==> config.mk <==
export PLATFORM = sky130hd
export DESIGN_NAME = imm_decode_stage_flat
export DESIGN_NICKNAME = d
export VERILOG_FILES = /design/src/rtl/imm_decode_stage_if.sv /design/src/rtl/imm_decode_stage.sv /design/src/flat_wrapper.sv
export SDC_FILE = /design/constraint.sdc
export NUM_CORES = 1
export LEC_CHECK = 0
export ABC_AREA = 1
export CORE_ASPECT_RATIO = 0.8
export CORE_MARGIN = 2
export CORE_UTILIZATION = 54
export DETAILED_ROUTE_END_ITERATION = 6
export GPL_TIMING_DRIVEN = 0
export MAX_ROUTING_LAYER = met4
export PLACE_DENSITY = 0.8
export SYNTH_ARGS = -nofsm -noshare
export SYNTH_HDL_FRONTEND = slang
export SYNTH_SLANG_ARGS = --single-unit
==> constraint.sdc <==
create_clock -name clk -period 4.3 [get_ports clk]
set_input_delay 1.075 -clock clk [delete_from_list [all_inputs] [get_ports clk]]
set_output_delay 1.075 -clock clk [all_outputs]
set_load 0.05 [all_outputs]
run_1/clock_map.png
Scale bar: 50 microns.
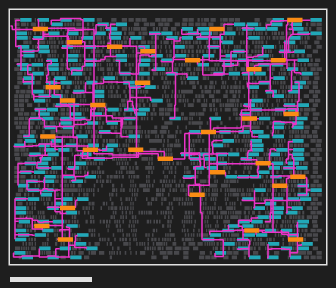
cyan -> flip-flops  # count 308
magenta -> clock wires  # length 3620 microns
orange -> cells driving clock nets  # count 30
flops lie = widely spread
Latency at later pin: 570 ps
Clock Power: 0.00284 W
Clock power frac: 42.5%

run_1/final_placement.png
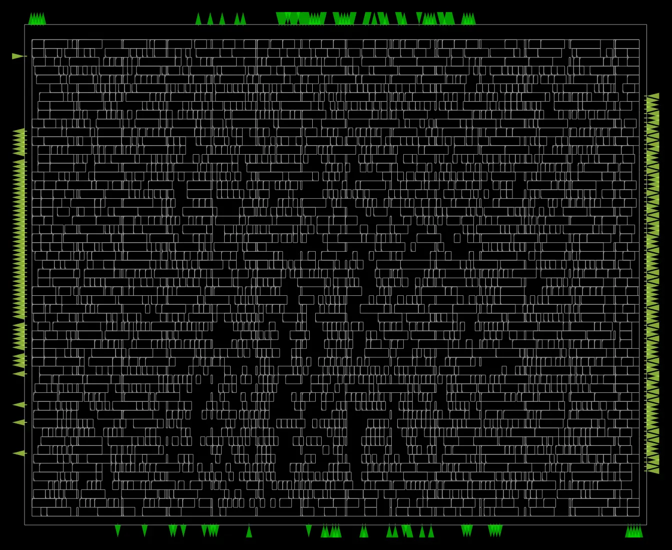
registers: 308
Core Region: 27500 sq um
# fillers: 2369
Placement Rows: 54

run_1/drive_strength.png
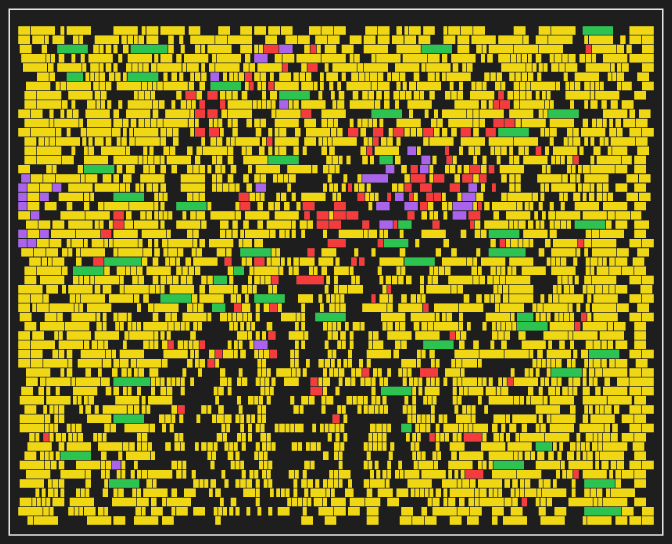
purple -> drive 3 to 4  # cells 31, most used buf_4
green -> drive 6 and up  # cells 46, most used clkbuf_16
red -> drive 2  # cells 112, most used buf_2
yellow -> drive 1 or less  # cells 2329, most used nand2_1
fin area: 19170 sq um
worst setup margin: 166.5 ps
nonclk buf count: 390
Area growth, synth to finish: 25.76%

==> flow_summary.toml, run 1 <==
# implementation run metrics
[run_status]
outcome = "finished clean"

[timing]
hold-worst-slack_ps = 465.6
setup_viol = 0
slew_headroom_pct = 33.36
finalHoldViolations = 0
fin_setup_tns_ps = 0
min_period_ps = 4134
skew_ps = 9.431

[synthesis]
ys_sh_xor_pct = 0.2299
most_common_cell = "nand2_1"
common_cells = "nand2_1 (537), dfxtp_1 (308), a21oi_1 (260)"
mux_share_pct = 0
yosysWarnings = 0
adder_share_pct = 2.923
simple_gate_share_pct = 23.23
yosysChipArea_sq_um = 15240
syn_nets = 2330
avgSynthCellArea_sq_um = 6.847
top_area_cell = "dfxtp_1"

[setup_path]
critPathLaunchType = "input port"
reg2reg_slack_ps = 1950
crit_required_ps = 4730

[placed_design]
placed_area_sq_um = 18040
place.gp.congestion = 0.9835
placed_cells = 2824
place_ws_ps = -857.9
io_buffers = 234

[power_and_ir_drop]
cellLeakagePower_nw = 8.321
power_density_nw_per_um2 = 349.5
switching_share_pct = 27.38
power.switching_w = 0.001834

[clocking]
cts.repair.resized = 6
post-cts-setup-buffers = 0
cts_buffers = 30
ctsLongestPathBuffers = 3
cts_root_buf = "clkbuf_16"
cts-htree-levels = 1
cts_hold_buf = 0

[final_layout]
final_core_util_pct = 69.70
layoutNonFillerInstCount = 2882
drive_gt1_share_pct = 7.506

[global_routing]
antenna_found_initial = 0

[drt]
avgViaCountPerCell = 5.848
ant_nets = 0
route.vias.total = 16850
drt-initial-drc-count = 2396

[floorplan]
die_w_microns = 191.8
die_y_microns = 154.3
pin_count = 235

[flow_run]
log.warning_count = 30
-- run 1: cell type report --
class | instances | area [sq um]
repair buffers | 236 | 2361
plain buffers | 154 | 694.4
clock buffers | 38 | 832.0
inverters | 200 | 755.7
well taps | 364 | 455.4
clock inverters | 18 | 230.2
multi-input cells | 1564 | 7672
fillers | 2369 | 8332
flip-flops and latches | 308 | 6166
-- run 1: critical path: stages --
cell and delay, ps:
clkdlybuf4s50_1 590, inv_2 170, nand2_2 100, nor2_4 150, buf_4 200, clkbuf_4 220
o21ai_0 130, ha_2 240, fa_2 400, nand3_1 130, nand3_2 140, nand2_1 90
nand2_1 100, nand2_1 80, nand2_1 80, or2_2 280, nand3_1 170, nand2_1 70
nand2_1 80, a21oi_1 60
-- run 1: routing by layer --
metal / routed length (microns) / vias to the layer above / GRT usage [%]
li1: - / 7828 / -
met1: 25210 / 7875 / 56.25
met2: 23690 / 1035 / 55.42
met3: 7140 / 115 / 6.966
met4: 1519 / 0 / 10.18
met5: 0 / - / -
-- run 1: power groups by stage --
stage,Clock [W],Combinational [W],Sequential [W]
5_1_grt,0.00295,0.000993,0.00293
3_5_place_dp,0,0.000894,0.00299
3_3_place_gp,0,0.000884,0.00299
4_1_cts,0.00284,0.000900,0.00293
2_1_floorplan,0,0.000414,0.00312
6_report,0.00284,0.000929,0.00293
-- run 1: cells in the final DEF, fill, tap and decap left out, types with 10 or more instances in the layout --
master,n
a21oi_1,260
a31oi_1,64
buf_1,10
buf_2,23
buf_4,16
clkbuf_1,105
clkbuf_16,31
clkdlybuf4s50_1,228
dfxtp_1,308
ha_1,30
inv_1,187
inv_2,11
nand2_1,537
nand2_2,11
nand3_1,53
nor2_1,194
nor3_1,11
o211ai_1,15
o21ai_0,230
o21ai_1,61
o21ai_2,21
or2_2,12
run_1/registers.png
Scale bar: 50 microns.
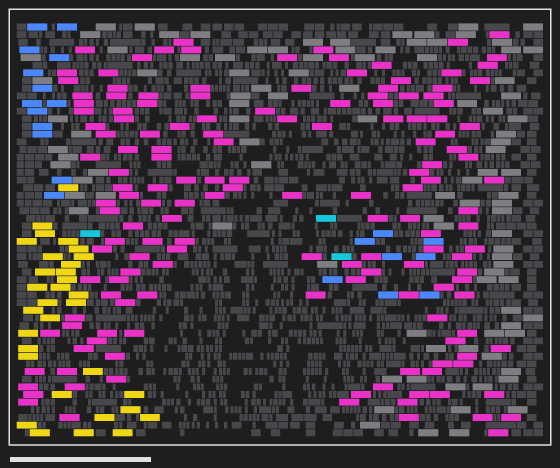

==> run 2, diff against run 1 <==
==> constraint.sdc (replaced) <==
create_clock -name clk -period 3.9 [get_ports clk]
set_input_delay 0.975 -clock clk [delete_from_list [all_inputs] [get_ports clk]]
set_output_delay 0.975 -clock clk [all_outputs]
set_load 0.05 [all_outputs]
run_2/registers.png
Scale bar: 50 microns.
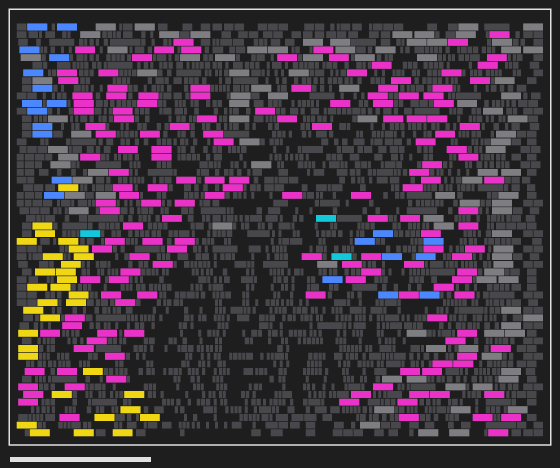
magenta -> u_core.skd_ent_q  # flops 153, where widely spread
yellow -> u_core.bus.out_target  # flops 32
cyan -> u_core.bus.out_fmt  # flops 3
blue -> u_core.bus.out_jimm  # flops 21
not colored = 99
Finished Core Util: 69.76%
flop share of the area: 32.14%
storage element area: 6166 sq um
P_seq: 0.00323 W

run_2/clock_map.png
Scale bar: 50 microns.
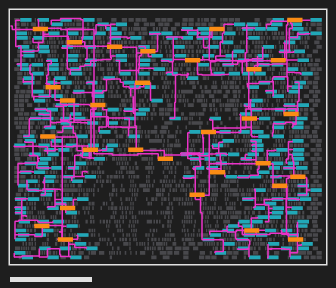
magenta -> clock wires  # length 3650 microns
cyan -> flip-flops  # count 308
orange -> cells driving clock nets  # count 30
routed clock nets = 31
flops lie = widely spread
post-route clock skew: 13.23 ps
Clock Power: 0.00314 W

==> run 2 against run 1 <==
Net effect:
- combinational power up about 10%
- die area unchanged
- final area is essentially flat
- via count up 0.33%
- hold slack got worse by 2.4 ps
- routed wire length grew 0.25%
==> flow_summary.toml, run 2 <==
# implementation run metrics
[synthesis]
most_common_cell = "nand2_1"
yosysWarnings = 0
yosysChipArea_sq_um = 15240
top_area_cell = "dfxtp_1"
common_cells = "nand2_1 (537), dfxtp_1 (308), a21oi_1 (260)"
avgSynthCellArea_sq_um = 6.847
syn_nets = 2330

[clocking]
cts_root_buf = "clkbuf_16"
cts_buffers = 30
cts_hold_buf = 0
cts-htree-levels = 1
ctsLongestPathBuffers = 3
clkLatencyLatePin_ps = 570

[timing]
finalHoldViolations = 0
fin_setup_tns_ps = 0
min_period_ps = 3773
report.final.slew_viol_count = 0
hold-worst-slack_ps = 463.1
slew_headroom_pct = 32.99

[final_layout]
lay_top_count = "nand2_1"
area_delta_synth_final_pct = 25.86
drive_gt1_share_pct = 7.787
mostFrequentLayoutCells = "nand2_1 (536), dfxtp_1 (308), a21oi_1 (260)"

[floorplan]
rows = 54
die_w_microns = 191.8
die_y_microns = 154.3
pin_count = 235
coreArea_sq_um = 27500

[setup_path]
slowest_stage = "fa_2"
max_stage_delay_ps = 400
cp_num_buf_inv = 5
endpoint_kind = "register"
critPathLaunchType = "input port"
crit_cells = 22
cp_top_family = "simple AND/OR/NAND/NOR gates"
crit_top_cell = "nand2_1"
crit_path_cell_trace = "dlygate4sd2_1 > inv_2 > nand2_1 > nor2_4 > inv_2 > nor2_4 > buf_6 > buf_6 > o21ai_0 > ha_2 > fa_2 > nand3_1 > nand3_2 > nand2_1 > nand2_1 > nand2_1 > nand2_1 > or2_2 > nand3_2 > nand2_1 > nand2_1 > a21oi_1"
crit_required_ps = 4330
reg2reg_slack_ps = 1540

[drt]
avgViaCountPerCell = 5.869
route.vias.total = 16910
drt-initial-drc-count = 2252
ant_nets = 0

[power_and_ir_drop]
cellLeakagePower_nw = 8.310
power_density_nw_per_um2 = 385.7

[run_status]
outcome = "finished clean"

[placed_design]
place.gp.congestion = 0.9835

[global_routing]
antenna_found_initial = 0
run 2: logic make-up after synthesis:
group / share of synthesized area, %
AND/OR/NAND/NOR: 23.23
flip-flops: 40.46
XOR/XNOR: 0.2299
adder cells (fa/ha/maj): 2.923
buffers and inverters: 9.490
AND-OR/OR-AND: 23.67
run 2: power breakdown:
group | internal [W] | total, W | switching (W)
registers | 0.00320 | 0.00323 | 0.0000312
clock network | 0.00184 | 0.00314 | 0.00130
logic | 0.000325 | 0.00103 | 0.000702
run 2: through the flow:
stage	std cells	setup slack (ps)	instance area, sq um
6_report	2881	127.5	19180
5_1_grt	2881	-23.86	19180
2_1_floorplan	2226	225.2	15240
4_1_cts	2881	32.92	19120
3_5_place_dp	2824	-1158	18040
3_3_place_gp	2824	-1168	18040
run 2: tightest hold or removal path, stage by stage, from the launching register on:
cell and delay, ps:
dfxtp_1 310, nand2_1 60, a21oi_1 50
run 2: per-layer routing:
| metal | vias to the layer above | share of wire (%) | GRT usage [%] | routed length, microns |
|---|---|---|---|---|
| li1 | 7831 | - | - | - |
| met1 | 7897 | 44 | 56.30 | 25450 |
| met2 | 1053 | 41 | 55.42 | 23590 |
| met3 | 128 | 12 | 6.966 | 7014 |
| met4 | 0 | 2.9 | 10.18 | 1652 |
| met5 | - | 0 | - | 0 |
run 2: repair_timing:
item / CTS / global route
pin swaps: 1 / 0
cloned: 0 / 0
resized: 20 / 25
setup endpoints to repair: 51 / 32
buffers inserted: 1 / 0
run 2: layout make-up:
class | count | area [sq um]
Buffer | 154 | 701.9
Fill cell | 2363 | 8317
Timing Repair Buffer | 235 | 2341
Inverter | 200 | 755.7
Tap cell | 364 | 455.4
Clock inverter | 18 | 230.2
Sequential cell | 308 | 6166
Multi-Input combinational cell | 1564 | 7700
Clock buffer | 38 | 832.0
Power figures rest on the tool's default switching activity, not on a simulated workload.
